`src/rtl/payload_extractor.sv`:
```
// payload_extractor: strips a fixed HDR_BYTES header from 512-bit AXI-Stream
// packets and re-aligns the payload to lane 0. Optional: PAYLOAD_EXTRACTOR_DROP_CNT_EN.
module payload_extractor #(
    parameter int S_AXIS_DATA_WIDTH  = 512,
    parameter int M_AXIS_DATA_WIDTH  = 512,
    parameter int S_AXIS_TUSER_WIDTH = 128,
    parameter int M_AXIS_TUSER_WIDTH = 128,
    parameter int HDR_BYTES          = 42
) (
    input  logic                            axis_aclk,
    input  logic                            axis_resetn,
    input  logic [S_AXIS_DATA_WIDTH-1:0]    s_axis_tdata,
    input  logic [S_AXIS_DATA_WIDTH/8-1:0]  s_axis_tkeep,
    input  logic [S_AXIS_TUSER_WIDTH-1:0]   s_axis_tuser,
    input  logic                            s_axis_tvalid,
    output logic                            s_axis_tready,
    input  logic                            s_axis_tlast,
    output logic [M_AXIS_DATA_WIDTH-1:0]    m_axis_tdata,
    output logic [M_AXIS_DATA_WIDTH/8-1:0]  m_axis_tkeep,
    output logic [M_AXIS_TUSER_WIDTH-1:0]   m_axis_tuser,
    output logic                            m_axis_tvalid,
    input  logic                            m_axis_tready,
    output logic                            m_axis_tlast,
    output logic [31:0]                     drop_count
);

    localparam int DW = S_AXIS_DATA_WIDTH;
    localparam int KW = DW / 8;
    localparam int UW = S_AXIS_TUSER_WIDTH;
    localparam int O  = HDR_BYTES;
    localparam int R  = KW - O;

    typedef enum logic [1:0] {FIRST, STREAM, FLUSH} state_e;

    state_e          state_q, state_d;
    logic [DW-1:0]   res_q, res_d;
    logic [6:0]      flen_q, flen_d;
    logic [UW-1:0]   user_q, user_d;
    logic [DW-1:0]   data_q, data_d;
    logic [KW-1:0]   keep_q, keep_d;
    logic            valid_q, valid_d;
    logic            last_q, last_d;

    logic            load;
    logic            acc;
    logic [6:0]      l_cnt;
    logic            l_le_o;
    logic [DW-1:0]   cur_hi;
    logic [DW-1:0]   joined;

    function automatic logic [KW-1:0] ones(input logic [6:0] n);
        logic [KW-1:0] m;
        m = '0;
        for (int i = 0; i < KW; i++) m[i] = (i < int'(n));
        return m;
    endfunction

    function automatic logic [DW-1:0] expand(input logic [KW-1:0] k);
        logic [DW-1:0] m;
        m = '0;
        for (int i = 0; i < KW; i++) m[8*i +: 8] = {8{k[i]}};
        return m;
    endfunction

    assign load   = !valid_q || m_axis_tready;
    assign s_axis_tready = axis_resetn && load && (state_q != FLUSH);
    assign acc    = s_axis_tvalid && s_axis_tready;
    assign l_le_o = (l_cnt <= 7'(O));
    assign cur_hi = s_axis_tdata >> (8 * O);
    assign joined = res_q | (s_axis_tdata << (8 * R));

    // Byte count of the current input beat
    always_comb begin
        l_cnt = '0;
        for (int i = 0; i < KW; i++) l_cnt = l_cnt + {6'd0, s_axis_tkeep[i]};
    end

    // State and datapath registers
    always_ff @(posedge axis_aclk or negedge axis_resetn) begin
        if (!axis_resetn) begin
            state_q <= FIRST;
            res_q   <= '0;
            flen_q  <= '0;
            user_q  <= '0;
            data_q  <= '0;
            keep_q  <= '0;
            valid_q <= 1'b0;
            last_q  <= 1'b0;
        end else begin
            state_q <= state_d;
            res_q   <= res_d;
            flen_q  <= flen_d;
            user_q  <= user_d;
            data_q  <= data_d;
            keep_q  <= keep_d;
            valid_q <= valid_d;
            last_q  <= last_d;
        end
    end

    // Next-state selection
    always_comb begin
        state_d = state_q;
        unique case (state_q)
            FIRST:   if (acc && !s_axis_tlast) state_d = STREAM;
            STREAM:  if (acc && s_axis_tlast) state_d = l_le_o ? FIRST : FLUSH;
            FLUSH:   if (load) state_d = FIRST;
            default: state_d = FIRST;
        endcase
    end

    // Output beat, residue and metadata updates
    always_comb begin
        res_d   = res_q;
        flen_d  = flen_q;
        user_d  = user_q;
        data_d  = data_q;
        keep_d  = keep_q;
        last_d  = last_q;
        valid_d = valid_q && !m_axis_tready;
        unique case (state_q)
            FIRST: begin
                if (acc) begin
                    res_d  = cur_hi;
                    user_d = {s_axis_tuser[UW-1:16],
                              s_axis_tuser[15:0] - 16'(O)};
                    if (s_axis_tlast && !l_le_o) begin
                        valid_d = 1'b1;
                        keep_d  = ones(l_cnt - 7'(O));
                        data_d  = cur_hi & expand(keep_d);
                        last_d  = 1'b1;
                    end
                end
            end
            STREAM: begin
                if (acc) begin
                    res_d   = cur_hi;
                    valid_d = 1'b1;
                    if (s_axis_tlast && l_le_o) begin
                        keep_d = ones(7'(R) + l_cnt);
                        last_d = 1'b1;
                    end else begin
                        keep_d = '1;
                        last_d = 1'b0;
                    end
                    if (s_axis_tlast && !l_le_o) flen_d = l_cnt - 7'(O);
                    data_d = joined & expand(keep_d);
                end
            end
            FLUSH: begin
                if (load) begin
                    valid_d = 1'b1;
                    keep_d  = ones(flen_q);
                    data_d  = res_q & expand(keep_d);
                    last_d  = 1'b1;
                end
            end
            default: ;
        endcase
    end

    assign m_axis_tdata  = data_q;
    assign m_axis_tkeep  = keep_q;
    assign m_axis_tuser  = user_q;
    assign m_axis_tvalid = valid_q;
    assign m_axis_tlast  = last_q;

`ifdef PAYLOAD_EXTRACTOR_DROP_CNT_EN
    logic        drop;
    logic [31:0] drop_q;

    assign drop = acc && (state_q == FIRST) && s_axis_tlast && l_le_o;

    // Count header-only packets that produce no payload
    always_ff @(posedge axis_aclk or negedge axis_resetn) begin
        if (!axis_resetn) drop_q <= '0;
        else if (drop)    drop_q <= drop_q + 32'd1;
    end

    assign drop_count = drop_q;
`else
    assign drop_count = '0;
`endif

endmodule

```
`config.mk`:
```
export PLATFORM = sky130hd
export DESIGN_NAME = payload_extractor
export DESIGN_NICKNAME = d
export VERILOG_FILES = /design/src/rtl/payload_extractor.sv
export SDC_FILE = /design/constraint.sdc
export NUM_CORES = 2
export LEC_CHECK = 0
export CORE_AREA = 2 2 566 568
export DETAILED_ROUTE_END_ITERATION = 12
export DIE_AREA = 0 0 568 570
export GPL_TIMING_DRIVEN = 0
export PLACE_DENSITY = 0.34
export SYNTH_ARGS = -nofsm -noshare
export SYNTH_HDL_FRONTEND = slang
export SYNTH_SLANG_ARGS = --single-unit
```
`constraint.sdc`:
```
create_clock -name axis_aclk -period 3.26 [get_ports axis_aclk]
set_clock_uncertainty 0.1 [all_clocks]
set_input_delay 0.815 -clock axis_aclk [delete_from_list [all_inputs] [get_ports axis_aclk]]
set_output_delay 0.815 -clock axis_aclk [all_outputs]
set_load 0.005 [all_outputs]
```
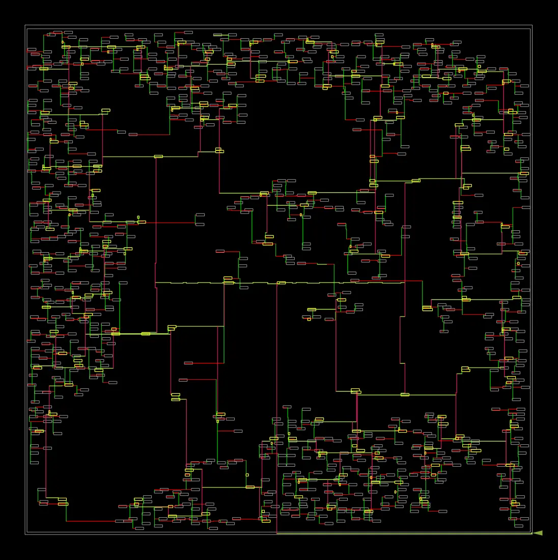
(the clock network)
CLK BUF: 197

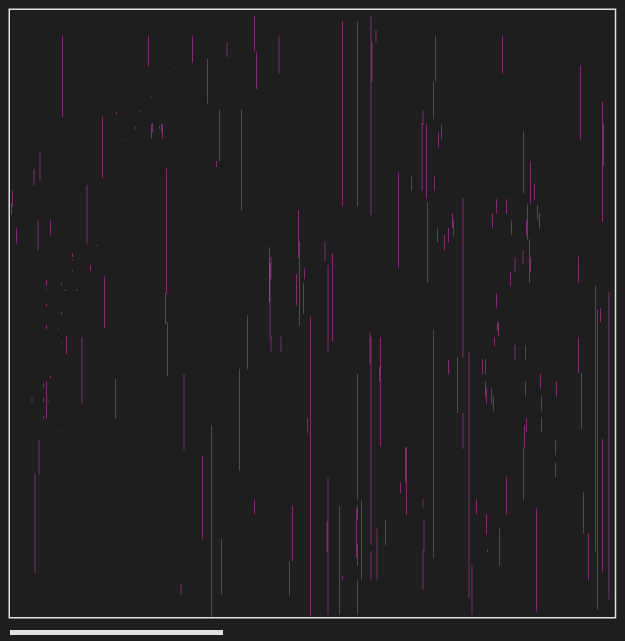
(met4 routing)
The bar under the picture is 200 um long.
wire length on this layer: 8070 um
main direction: vertical
Total Wirelength: 279900 um
via count: 35168

==> Slide: Implementation Results <==
Key Metrics from the Run

Timing
  • Crit share post-route: 242.9%
  • Peak Freq: 0.1263 GHz
  • Final setup viols: 1003
  • RSZ-0062 raised after global routing: true
  • Worst Slack Setup Final: -4.658 ns
  • Fin. Hold Viols: 0
  • Max Transition Viols Final: 11

Synthesis
  • Adder Area Share: 3.576%
  • Top cell area share: 57.21%
  • Area fraction in and, or, nand and nor cells: 7.229%
  • Yosys cell types: 90
  • Synth mux share: 7.191%
  • AND-OR/OR-AND Cells, Area Fraction: 19.45%
  • Post-Syn Instances: 3121
  • Cell area after synthesis: 38980 sq um
  • Yosys cell count: 3121
  • Post-synth ARST share: 100.0%

Place
  • GP Congestion: 0.8320

Status
  • Failing checks: capacitance limit, slew limit, setup timing
  • Status: finished with violations

Flow run
  • Max Cap Viol: 1
  • Tool Warnings: 62

Final layout
  • Fin util: 21.79%

Global routing
  • Met2 usage: 29.68%
  • Initial antenna violation count: 129
  • Total global routing overflow: 0

Drt
  • Met2 wire len: 142300 um
  • Vias per Instance: 3.813
  • Met1 WL: 100400 um
  • Routed Antenna Nets: 0

Worst setup path
  • Worst-path fanout max: 8
  • Worst setup EP type: register
  • Critical-path top delay cell: fa_2
  • Cell family with most CP delay: adder cells
  • Worst Path Required: 3.82 ns
  • Top cell by count, worst path: fa_1
  • CP peak stage delay: 0.57 ns

Floorplanning
  • # IOs: 1448
  • Die footprint: 323800 sq um

Clock tree
  • Cts hold-fix bufs: 2
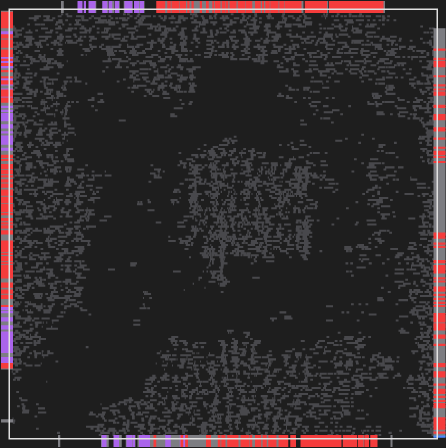
(I/O pins on the die edge)
Pins as bars across the die edge, other pins in grey.
legend:
  `axis_aclk`:
    colour: blue
    pins: 1
    direction: input
    edge: right
  `s_axis_tdata`:
    colour: red
    pins: 512
    direction: input
    edge: 181 top, 145 bottom, 105 left, 81 right
  `s_axis_tuser`:
    colour: purple
    pins: 128
    direction: input
    edge: 58 left, 36 top, 34 bottom
all pins by edge: 400 right, 356 top, 352 left, 340 bottom
Die Wd: 568 um
Die Y: 570 um
input/output buffers: 1415

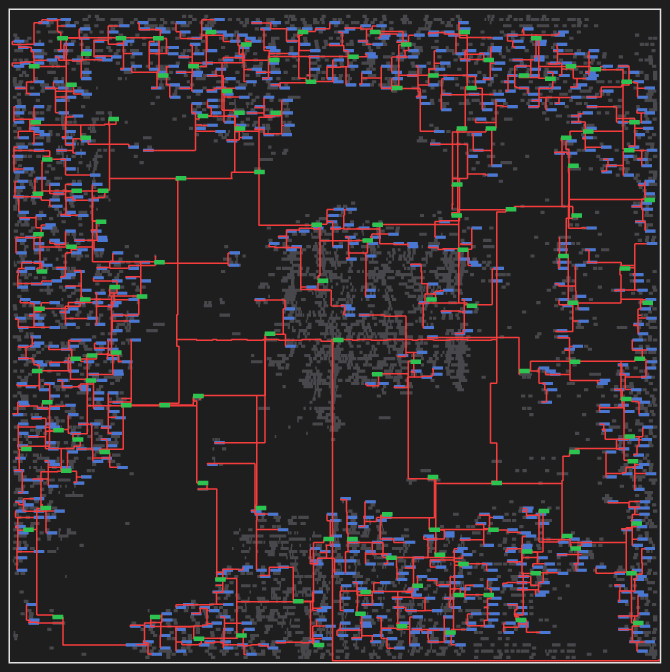
(clock wires, drivers and flops)
legend:
  flip-flops:
    colour: blue
    count: 891
  clock drivers:
    colour: green
    count: 135
  clock wires:
    colour: red
    length: 19300 um
routed clock nets: 136
flops lie: spread over the die
clk_lat worst skew: 0.80 ns

## placed cells by master, fill, tap and decap left out, types with 27 or more instances in the layout
master and count:
clkbuf_16 159, clkbuf_1 87, o221ai_2 30, a21oi_4 29
a21oi_1 39, buf_4 128, o21ai_0 96, mux2_2 248
a221o_1 120, buf_6 45, inv_1 179, a22o_1 281
diode_2 30, fa_1 41, a32o_1 56, clkbuf_8 27
clkdlybuf4s50_1 1387, buf_12 98, dfrtp_1 891, o211ai_1 34
nand2_1 173, inv_2 30, and3_1 61, and2_1 43
nor2_1 32, conb_1 32
## area by class of cell
type                    instances  area [sq um]
well taps                    4180          5230
clock buffers                 197          3926
diodes                         30         75.07
fillers                     34020        248100
multi-input cells            1825         16670
repair buffers               1634         17460
flip-flops and latches        891         22300
plain buffers                 213          2106
clock inverters                35         536.8
inverters                     217         839.6
## per-stage QoR
step                setup WS [ns]  hold slack (ns)  setup TNS [ns]
floorplan                  -4.567           0.3498        -2617.56
global placement           -45.64           0.3631               -
detailed placement         -8.674           0.3700        -4646.37
CTS                        -4.689           0.3683        -3207.55
global route               -4.840           0.4037        -3428.51
finish                     -4.658           0.3752        -3169.52
## worst paths after layout
path	startpoint	end	slack, ns	cells after the start
max in group asynchronous	axis_resetn	m_axis_tuser[90]	-0.12	5
max reg2reg	state_q[1]	m_axis_tdata[192]	-0.84	13
min reg2reg	res_q[136]	res_q[136]	0.38	2
min in group asynchronous	axis_resetn	m_axis_tdata[446]	0.84	3
min	res_q[136]	res_q[136]	0.38	2
max	s_axis_tkeep[1]	m_axis_tdata[83]	-4.66	26
## state kept, by name, summed over array words and instances (netlist names)
name	flops
state_q	2
res_q	176
m_axis_tuser	128
m_axis_tdata	512
m_axis_tkeep	64
flen_q	7
m_axis_tlast	1
m_axis_tvalid	1
